===== src/rtl/wb_pkg.sv =====
// Shared Wishbone definitions for the register-mapped peripheral bus.
// Holds default bus widths (shared with wb_gpio), the master FSM state
// encoding and the default bus-timeout length.
package wb_pkg;

   localparam int unsigned WB_ADR_WIDTH        = 32;
   localparam int unsigned WB_DAT_WIDTH        = 32;
   localparam int unsigned WBM_TIMEOUT_DEFAULT = 255;
   localparam int unsigned WBM_CNT_WIDTH       = 16;

   // Master FSM states; encoding 2'd3 is unused and recovers to idle.
   typedef enum logic [1:0] {
      WBM_IDLE = 2'd0,
      WBM_BUS  = 2'd1,
      WBM_RESP = 2'd2
   } wbm_state_t;

endpackage : wb_pkg


===== src/rtl/wb_master_seq.sv =====
// Single-outstanding Wishbone classic master.
// Converts one valid/ready request into one Wishbone read or write cycle and
// returns read data (or a timeout error) on a valid/ready response port.
// Ports:
//   clk, rst                 clock, synchronous active-high reset
//   req_valid_i/req_ready_o  request handshake (ready = FSM idle)
//   req_we_i/adr_i/dat_i     request payload
//   rsp_valid_o/rsp_ready_i  response handshake
//   rsp_dat_o/rsp_err_o      read data (0 for writes/errors), timeout flag
//   wb_*                     Wishbone classic master interface
module wb_master_seq
   import wb_pkg::*;
#(
   parameter int unsigned wb_adr_width   = WB_ADR_WIDTH,
   parameter int unsigned wb_dat_width   = WB_DAT_WIDTH,
   parameter int unsigned timeout_cycles = WBM_TIMEOUT_DEFAULT
) (
   input  logic                    clk,
   input  logic                    rst,
   input  logic                    req_valid_i,
   output logic                    req_ready_o,
   input  logic                    req_we_i,
   input  logic [wb_adr_width-1:0] req_adr_i,
   input  logic [wb_dat_width-1:0] req_dat_i,
   output logic                    rsp_valid_o,
   input  logic                    rsp_ready_i,
   output logic [wb_dat_width-1:0] rsp_dat_o,
   output logic                    rsp_err_o,
   output logic [wb_adr_width-1:0] wb_adr_o,
   output logic [wb_dat_width-1:0] wb_dat_o,
   output logic                    wb_we_o,
   output logic                    wb_cyc_o,
   output logic                    wb_stb_o,
   input  logic [wb_dat_width-1:0] wb_dat_i,
   input  logic                    wb_ack_i
);

   localparam bit                       TIMEOUT_EN = (timeout_cycles != 0);
   localparam logic [WBM_CNT_WIDTH-1:0] TO_LAST    = WBM_CNT_WIDTH'(timeout_cycles - 1);
   localparam logic [WBM_CNT_WIDTH-1:0] CNT_MAX    = '1;

   wbm_state_t               state;
   logic [WBM_CNT_WIDTH-1:0] to_cnt;

   assign req_ready_o = (state == WBM_IDLE);

   // FSM, timeout counter and capture registers
   always_ff @(posedge clk) begin
      if (rst) begin
         state       <= WBM_IDLE;
         rsp_valid_o <= 1'b0;
         rsp_err_o   <= 1'b0;
         rsp_dat_o   <= '0;
         wb_cyc_o    <= 1'b0;
         wb_stb_o    <= 1'b0;
         wb_we_o     <= 1'b0;
         wb_adr_o    <= '0;
         wb_dat_o    <= '0;
         to_cnt      <= '0;
      end else begin
         case (state)
            WBM_IDLE: begin
               if (req_valid_i) begin
                  wb_adr_o <= req_adr_i;
                  wb_dat_o <= req_dat_i;
                  wb_we_o  <= req_we_i;
                  wb_cyc_o <= 1'b1;
                  wb_stb_o <= 1'b1;
                  to_cnt   <= '0;
                  state    <= WBM_BUS;
               end
            end

            WBM_BUS: begin
               if (to_cnt != CNT_MAX) begin
                  to_cnt <= to_cnt + WBM_CNT_WIDTH'(1);
               end
               // Ack is checked first so an ack on the last allowed cycle wins.
               if (wb_stb_o && wb_ack_i) begin
                  rsp_dat_o   <= wb_we_o ? '0 : wb_dat_i;
                  rsp_err_o   <= 1'b0;
                  rsp_valid_o <= 1'b1;
                  wb_cyc_o    <= 1'b0;
                  wb_stb_o    <= 1'b0;
                  state       <= WBM_RESP;
               end else if (TIMEOUT_EN && (to_cnt == TO_LAST)) begin
                  rsp_dat_o   <= '0;
                  rsp_err_o   <= 1'b1;
                  rsp_valid_o <= 1'b1;
                  wb_cyc_o    <= 1'b0;
                  wb_stb_o    <= 1'b0;
                  state       <= WBM_RESP;
               end
            end

            WBM_RESP: begin
               if (rsp_ready_i) begin
                  rsp_valid_o <= 1'b0;
                  state       <= WBM_IDLE;
               end
            end

            default: begin
               rsp_valid_o <= 1'b0;
               wb_cyc_o    <= 1'b0;
               wb_stb_o    <= 1'b0;
               state       <= WBM_IDLE;
            end
         endcase
      end
   end

endmodule : wb_master_seq


===== config.mk =====
export PLATFORM = sky130hd
export DESIGN_NAME = wb_master_seq
export DESIGN_NICKNAME = d
export VERILOG_FILES = /design/src/rtl/wb_pkg.sv /design/src/rtl/wb_master_seq.sv
export SDC_FILE = /design/constraint.sdc
export NUM_CORES = 1
export LEC_CHECK = 0
export CAP_MARGIN = 20
export CORE_ASPECT_RATIO = 0.6
export CORE_UTILIZATION = 36
export CTS_BUF_LIST = sky130_fd_sc_hd__clkbuf_8
export CTS_CLUSTER_SIZE = 10
export DETAILED_ROUTE_END_ITERATION = 16
export PLACE_DENSITY_LB_ADDON = 0.08
export REMOVE_ABC_BUFFERS = 1
export SYNTH_ARGS = -nofsm -noshare
export SYNTH_HDL_FRONTEND = slang
export SYNTH_SLANG_ARGS = --single-unit
export TNS_END_PERCENT = 10

===== constraint.sdc =====
create_clock -name clk -period 2.8 [get_ports clk]
set_clock_uncertainty 0.15 [all_clocks]
set_input_delay 0.56 -clock clk [delete_from_list [all_inputs] [get_ports clk]]
set_output_delay 0.56 -clock clk [all_outputs]
set_load 0.03 [all_outputs]

Run 1, track usage over the die:
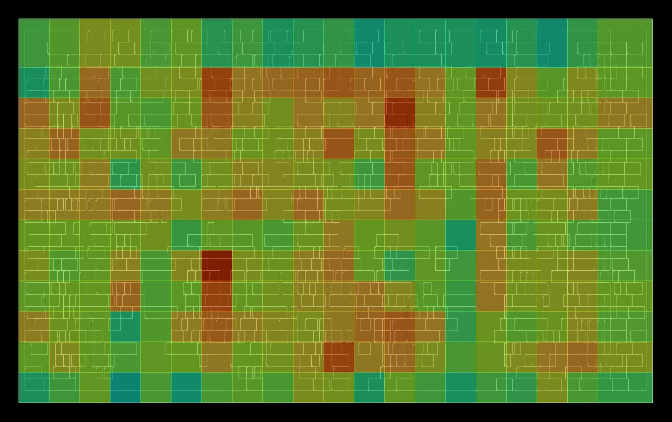
global route hottest layer: met2
met1 Use GR: 0.257
met2 capacity usage during global routing: 0.336
final routed wire length divided by cell count: 15.2 µm

Run 1, cells by drive strength:
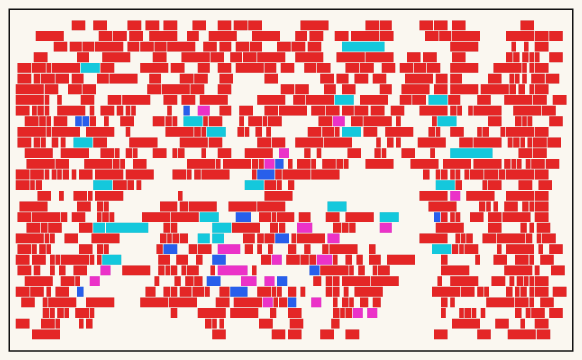
x2 -> blue  # cells 16, share 2.3%
x3 and x4 -> magenta  # cells 20, share 2.9%
x6 and larger -> cyan  # cells 23, share 3.3%
x1 and smaller -> red  # cells 642, share 92%

Run 1, wiring heat map:
The bar under the picture is 50 µm long. The die is cut into 29 by 17 equal tiles; dark purple is low, yellow is high, scaled to the fullest tile. Values are wire area over tile area, all layers added.
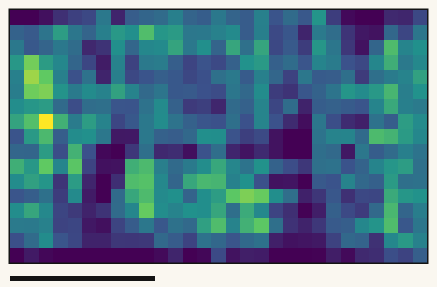
tiles over half the peak = 17%
mean over tiles = 0.17
nearly empty tiles = 5.7%
densest ninth of the die = left middle

Run 1, cell classes on the final placement:
The bar under the picture is 50 µm long.
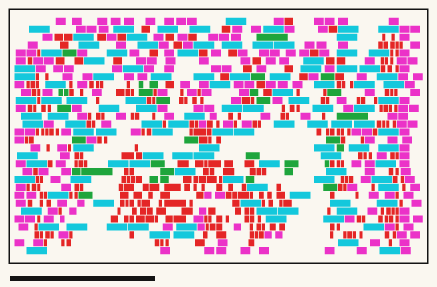
remaining logic cells -> red  # cells 338
clock drivers and dummy loads -> green  # cells 32
sequential cells -> cyan  # cells 118
remaining buffers and delay cells -> magenta  # cells 213

## run 1: registers in the layout, summed over array words and instances, names as in the netlist
name,count
rsp_valid_o,1
wb_we_o,1
wb_stb_o,1
to_cnt,16
state,2
rsp_dat_o,32
wb_dat_o,32
rsp_err_o,1
wb_adr_o,32
## run 1: kinds of logic (layout without fill, tap and decap cells)
logic type,after synthesis,after routing
buffers and inverters,37,247
AND-OR/OR-AND,138,138
AND/OR/NAND/NOR,194,194
flip-flops,118,118
adder cells (fa/ha/maj),2,2
multiplexers,2,2
## run 1: final timing paths
check | start | to | slack [ns]
min | wb_adr_o[12] | wb_adr_o[12] | 0.30
max | state[0] | req_ready_o | 0.35
max reg2reg | to_cnt[1] | to_cnt[4] | 0.55
min reg2reg | wb_adr_o[12] | wb_adr_o[12] | 0.30
## run 1: cells in the final DEF, fill, tap and decap left out, drive strengths merged, types with 2 or more instances in the layout
cell / count
clkbuf: 17
clkinv: 8
nand3: 5
a311oi: 3
and3: 5
nand2b: 2
o21ai: 8
buf: 11
a211o: 3
and2: 2
and4: 3
clkdlybuf4s50: 202
a22o: 32
nand4: 3
a21oi: 78
bufinv: 3
nor2: 13
nand2: 142
inv: 5
a211oi: 3
ha: 2
dfxtp: 118
nor4: 2
nor3: 11
a31oi: 6
## run 1: routing by layer
| metal | vias to the layer above | track usage |
|---|---|---|
| li1 | 2101 | - |
| met1 | 1942 | 0.257 |
| met2 | 157 | 0.336 |
| met3 | 13 | 0.0847 |
| met4 | 0 | 0.0774 |
| met5 | - | 0 |
## run 1: worst max-delay path: cells and delay by family (launching register included)
| kind | cells | cell delay, ns |
|---|---|---|
| buf+inv | 1 | 0.71 |
| flops | 1 | 0.39 |
| simple gates | 1 | 0.22 |
==> out/qor.json, run 1 <==
{
  "drt": {
    "drt_drc_violations_left": 0,
    "route.met2.wl_mm": 5.76,
    "route.antenna.remaining_nets": 0,
    "drt_iter0_markers": 145,
    "routed_wirelength_mm": 13.1,
    "detail_route.first_pass.iterations": 5,
    "vias_per_cell": 4.89,
    "vias": 4213
  },
  "floorplanning": {
    "floorplan.die.height_um": 86.9,
    "chipWidth_um": 143,
    "io-pin-count": 204,
    "num_tap_cells": 160,
    "core.rowCount": 30,
    "core_util_floorplan": 0.376,
    "die-area_um2": 12500
  },
  "setup_path": {
    "critPathMaxStageDelay_ns": 0.71,
    "slowest_stage": "clkdlybuf4s50_1",
    "critical_path.cell_chain": "nor2_1 -> clkdlybuf4s50_1",
    "critical_path_arrival_ns": 1.74,
    "critical_path_class": "flip-flop to output port",
    "critical_path_required_ns": 2.09,
    "path_max_fanout": 8,
    "setup.worst_path.end_class": "output port"
  },
  "cells_and_area": {
    "layout.nonclk_buf_frac": 0.305,
    "seqAreaFraction": 0.343,
    "layout.cells.largest_class": "registers",
    "final_util": 0.600,
    "num_antenna_cells": 0,
    "seq_cells": 118,
    "areaGrowthSynthToFinish_pct": 59.6,
    "layout.clock.cell_area_share": 0.0599,
    "flop_area_um2": 2360,
    "fin_area_um2": 6900,
    "nClkBuffers": 17,
    "finish.net_count": 792,
    "fin_cells": 861,
    "layout.area.comb_um2": 1810,
    "multi_input_comb_cells": 336,
    "fill_cells": 997,
    "drive_above_1_share": 0.0842
  },
  "logic_synthesis": {
    "xor_share": 0,
    "synth.cellmix.adderShare": 0.00579,
    "top_cells_by_count": "nand2_1 (142), dfxtp_1 (118), a21oi_1 (78), a22o_1 (32), clkbuf_1 (25)",
    "yosys_warnings": 0,
    "share_of_synthesized_cell_area_in_and_or_and_or_and_compound_cells": 0.202,
    "edf_count": 0,
    "synth.top_cells.by_area": "dfxtp_1 (55%), nand2_1 (12%), a21oi_1 (9.0%)",
    "topCombFamilyByArea": "simple AND/OR/NAND/NOR gates",
    "ys_chip_area_um2": 4320,
    "mux_area_frac": 0.00492,
    "top_cell_area_share": 0.547,
    "post-synth-top-count-cell": "nand2_1",
    "synth_cells": 491,
    "synth.yosys.num_cells": 491,
    "ys_seq_share": 0.547
  },
  "clock_network": {
    "clock_transition_at_the_register_clock_pins_on_the_worst_setup_and_hold_paths_after_cts_ns": 0.07,
    "ctsHoldBuffers": 0,
    "clockBufferDepth": 2,
    "cts_repair_resize_count": 0,
    "cts.sink_count": 118,
    "tritoncts": "yes",
    "htree_levels": 4,
    "clk_latency_ns": 0.42,
    "clock-root-buffer": "clkbuf_8",
    "cts_inserted_buffers": 17
  },
  "worst_hold_path": {
    "worst_hold_path_type": "flip-flop to flip-flop",
    "hold_depth": 2
  },
  "final_timing": {
    "grt_setup_unrepaired": "no",
    "setup_total_negative_slack_ns": 0,
    "setup_slack_ns": 0.353,
    "final-setup-viol-count": 0,
    "fin_worst_hold_slack_ns": 0.303,
    "fin_crit_sh": 0.874,
    "maxSlewHeadroom": 0.428,
    "least_margin_pin_slew_ns": 0.856,
    "final.min_clock_period_ns": 2.45
  },
  "pwr": {
    "netSwitchingPower_mw": 1.14,
    "top_power_group": "registers",
    "p_leak_nw": 2.56,
    "comb_cell_power_mw": 0.679,
    "power_report.internal_total_mw": 2.95,
    "report.power.total_mw": 4.09,
    "flip_flop_and_latch_power_mw": 1.80,
    "switching_fraction_of_total_power": 0.278,
    "clockPowerShare": 0.395,
    "pwr-share-comb": 0.166,
    "power_density_nw_per_um2": 594
  },
  "placed_design": {
    "hpwlAfterDp_mm": 9.34,
    "placement.io_buffers": 203,
    "gp_congestion": 0.815,
    "dpl_cell_area_um2": 6480,
    "number_of_cells_in_the_design_after_placement": 829
  },
  "grt": {
    "number_of_global_route_vias_before_repair": 4022,
    "antenna_violations_before_repair": 0,
    "grt_util_all_layers": 0.211,
    "grt_pass1_wl_mm": 20.0
  },
  "job": {
    "log.warning_count": 26
  },
  "status": {
    "status": "finished clean"
  }
}
==> inputs of run 2 (changes only) <==
Settings changed: HOLD_SLACK_MARGIN from default to 0.02.
Run 2, wiring heat map:
The bar under the picture is 50 µm long. The die is cut into 29 by 17 equal tiles; dark purple is low, yellow is high, scaled to the fullest tile. Values are wire area over tile area, all layers added.
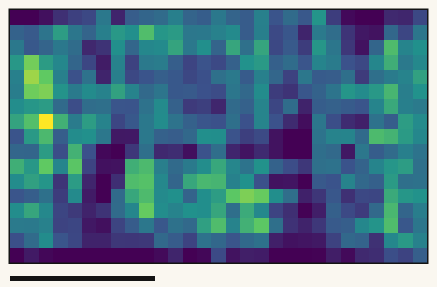
nearly empty tiles = 5.7%
tiles over half the peak = 17%
densest ninth of the die = left middle
mean over tiles = 0.17
fullest tile = 0.52

==> out/qor.json, run 2 <==
{
  "floorplanning": {
    "io-pin-count": {"value": 204, "change": "unchanged"},
    "die-area": {"value": 12500, "unit": "µm²", "change": "unchanged"},
    "floorplan.die.height": {"value": 86.9, "unit": "µm", "change": "unchanged"},
    "core.rowCount": {"value": 30, "change": "unchanged"},
    "core_util_floorplan": {"value": 0.376, "change": "unchanged"},
    "chipWidth": {"value": 143, "unit": "µm", "change": "unchanged"}
  },
  "final_timing": {
    "final-setup-viol-count": {"value": 0, "change": "unchanged"},
    "final.min_clock_period": {"value": 2.45, "unit": "ns", "change": "unchanged"},
    "timing.final.max_slew_violations": 0,
    "least_margin_pin_slew": {"value": 0.856, "unit": "ns", "change": "unchanged"},
    "grt_setup_unrepaired": "no",
    "setup_total_negative_slack": {"value": 0, "unit": "ns", "change": "unchanged"},
    "fin_crit_sh": {"value": 0.874, "change": "unchanged"},
    "maxSlewHeadroom": {"value": 0.428, "change": "unchanged"}
  },
  "cells_and_area": {
    "num_antenna_cells": {"value": 0, "change": "unchanged"},
    "reg_top3": "rsp_dat_o (32), wb_adr_o (32), wb_dat_o (32)",
    "finish.net_count": {"value": 792, "change": "unchanged"},
    "drive_above_1_share": {"value": 0.0842, "change": "unchanged"},
    "layout.cells.most_common_list": "clkdlybuf4s50_1 (202), nand2_1 (141), dfxtp_1 (118)",
    "fill_cells": {"value": 997, "change": "unchanged"},
    "areaGrowthSynthToFinish": {"value": 59.6, "unit": "%", "change": "unchanged"},
    "layout_top_cell": "clkdlybuf4s50_1"
  },
  "setup_path": {
    "setup.worst_path.start": "state[0]",
    "critical_path_class": "flip-flop to output port",
    "path_max_fanout": {"value": 8, "change": "unchanged"},
    "r2r-start": "to_cnt[1]",
    "critical_path_arrival": {"value": 1.74, "unit": "ns", "change": "about the same"},
    "critical_path_required": {"value": 2.09, "unit": "ns", "change": "about the same"},
    "rrSetupSlack": {"value": 0.55, "unit": "ns", "change": "about the same"},
    "setup.worst_path.end_class": "output port",
    "worstReg2RegEnd": "to_cnt[4]"
  },
  "placed_design": {
    "placement.io_buffers": {"value": 203, "change": "unchanged"},
    "gp_congestion": {"value": 0.815, "change": "unchanged"},
    "hpwlAfterDp": {"value": 9.34, "unit": "mm", "change": "unchanged"}
  },
  "logic_synthesis": {
    "ys_seq_share": {"value": 0.547, "change": "unchanged"},
    "postSynthRegisterBits": 118,
    "synth.cellmix.simpleShare": 0.204,
    "top_cells_by_count": "nand2_1 (142), dfxtp_1 (118), a21oi_1 (78), a22o_1 (32), clkbuf_1 (25)",
    "edf_count": {"value": 0, "change": "unchanged"},
    "yosys_warnings": {"value": 0, "change": "unchanged"},
    "share_of_synthesized_cell_area_in_and_or_and_or_and_compound_cells": {"value": 0.202, "change": "unchanged"},
    "top_cell_area_share": {"value": 0.547, "change": "unchanged"},
    "topCombFamilyByArea": "simple AND/OR/NAND/NOR gates",
    "ys_chip_area": {"value": 4320, "unit": "µm²", "change": "unchanged"},
    "synth.top_cells.by_area": "dfxtp_1 (55%), nand2_1 (12%), a21oi_1 (9.0%)",
    "synth.yosys.num_cells": {"value": 491, "change": "unchanged"},
    "post-synth-top-count-cell": "nand2_1",
    "syn_area_per_cell_um2": 8.80,
    "synth.cellmix.adderShare": {"value": 0.00579, "change": "unchanged"},
    "flop_cell": "dfxtp_1",
    "mux_area_frac": {"value": 0.00492, "change": "unchanged"},
    "xor_share": {"value": 0, "change": "unchanged"},
    "synth_cells": {"value": 491, "change": "unchanged"},
    "async_s_r_ff_share_synth": 0,
    "top_area_cell": "dfxtp_1"
  },
  "drt": {
    "drt_drc_violations_left": {"value": 0, "change": "unchanged"},
    "vias": {"value": 4213, "change": "unchanged"},
    "drt_iter0_markers": {"value": 145, "change": "unchanged"},
    "routed_wirelength": {"value": 13.1, "unit": "mm", "change": "unchanged"},
    "route.antenna.remaining_nets": {"value": 0, "change": "unchanged"},
    "detail_route.first_pass.iterations": {"value": 5, "change": "unchanged"},
    "vias_per_cell": {"value": 4.89, "change": "unchanged"},
    "post_drt_wl_per_cell": {"value": 15.2, "unit": "µm", "change": "unchanged"}
  },
  "clock_network": {
    "cts_repair_resize_count": {"value": 0, "change": "unchanged"},
    "ctsHoldBuffers": {"value": 0, "change": "unchanged"},
    "clk_latency": {"value": 0.42, "unit": "ns", "change": "about the same"},
    "clock-root-buffer": "clkbuf_8",
    "tritoncts": "yes",
    "cts_inserted_buffers": {"value": 17, "change": "unchanged"},
    "cts.sink_count": {"value": 118, "change": "unchanged"},
    "htree_levels": {"value": 4, "change": "unchanged"},
    "clockBufferDepth": {"value": 2, "change": "unchanged"},
    "clock_transition_at_the_register_clock_pins_on_the_worst_setup_and_hold_paths_after_cts": {"value": 0.07, "unit": "ns", "change": "about the same"}
  },
  "worst_hold_path": {
    "worst_hold_path_type": "flip-flop to flip-flop",
    "hold_depth": {"value": 2, "change": "unchanged"},
    "min_from": "wb_adr_o[12]",
    "min_delay_worst_endpoint": "wb_adr_o[12]"
  },
  "grt": {
    "grt_pass1_wl": {"value": 20.0, "unit": "mm", "change": "unchanged"},
    "grt_max_degree": 46,
    "met1_use_gr": {"value": 0.257, "change": "unchanged"},
    "antenna_violations_before_repair": {"value": 0, "change": "unchanged"},
    "groute.layer.met3.usage": {"value": 0.0847, "change": "unchanged"},
    "global_route.peak_usage_layer": "met2",
    "grt_util_all_layers": {"value": 0.211, "change": "unchanged"},
    "grtUsageMet2": {"value": 0.336, "change": "unchanged"},
    "number_of_global_route_vias_before_repair": {"value": 4022, "change": "unchanged"}
  },
  "pwr": {
    "report.power.total": {"value": 4.09, "unit": "mW", "change": "unchanged"},
    "power_density": {"value": 594, "unit": "nW/µm²", "change": "unchanged"},
    "worst_ir_drop_vdd_uv": 372,
    "p_leak": {"value": 2.56, "unit": "nW", "change": "unchanged"}
  },
  "status": {
    "status": "finished clean"
  },
  "job": {
    "log.warning_count": {"value": 26, "change": "unchanged"}
  }
}
## run 2: power by group
part	total (mW)	switching, mW	internal (mW)	leakage [nW]
Sequential	1.80	0.0444	1.75	0.962
Combinational	0.679	0.364	0.314	1.39
Clock	1.62	0.732	0.887	0.210
Total	4.09	1.14	2.95	2.56
## run 2: how the worst max path moves through the flow
stage,to,slack [ns],depth (start not counted)
after global routing,req_ready_o,0.25,2
final,req_ready_o,0.35,2
after global placement,to_cnt[6],0.36,6
after detailed placement,to_cnt[6],0.32,6
after floorplan,rsp_dat_o[0],-1.00,3
after CTS,req_ready_o,0.32,2
## run 2: cell type report
| cell class | count | area (µm²) | share of cell area |
|---|---|---|---|
| tap | 160 | 200 | 0.0290 |
| timing repair buffer | 213 | 2100 | 0.305 |
| multi-input combinational | 336 | 1810 | 0.263 |
| clock buffer | 17 | 234 | 0.0339 |
| inverter | 2 | 7.51 | 0.00109 |
| sequential | 118 | 2360 | 0.343 |
| clock inverter | 15 | 179 | 0.0259 |
## run 2: worst max-delay path, cell delays in order (launching register included)
cell and delay [ns]:
dfxtp_1 0.39, nor2_1 0.22, clkdlybuf4s50_1 0.71
## run 2: layer usage
| metal | up-vias | routed length [µm] |
|---|---|---|
| met5 | - | 0 |
| met4 | 0 | 113 |
| met3 | 13 | 1320 |
| met2 | 157 | 5760 |
| met1 | 1942 | 5870 |
| li1 | 2101 | - |
## run 2: stage by stage
step | instance area, µm² | std cells | hold WS, ns | utilization | setup WS [ns]
CTS | 6900 | 861 | 0.308 | 0.600 | 0.323
finish | 6900 | 861 | 0.303 | 0.600 | 0.353
floorplan | 4170 | 456 | 0.315 | - | -1.00
global placement | 6480 | 829 | 0.291 | 0.564 | 0.363
global route | 6900 | 861 | 0.326 | 0.600 | 0.248
detailed placement | 6480 | 829 | 0.297 | 0.564 | 0.318
Power is estimated from default activity; no workload was simulated.
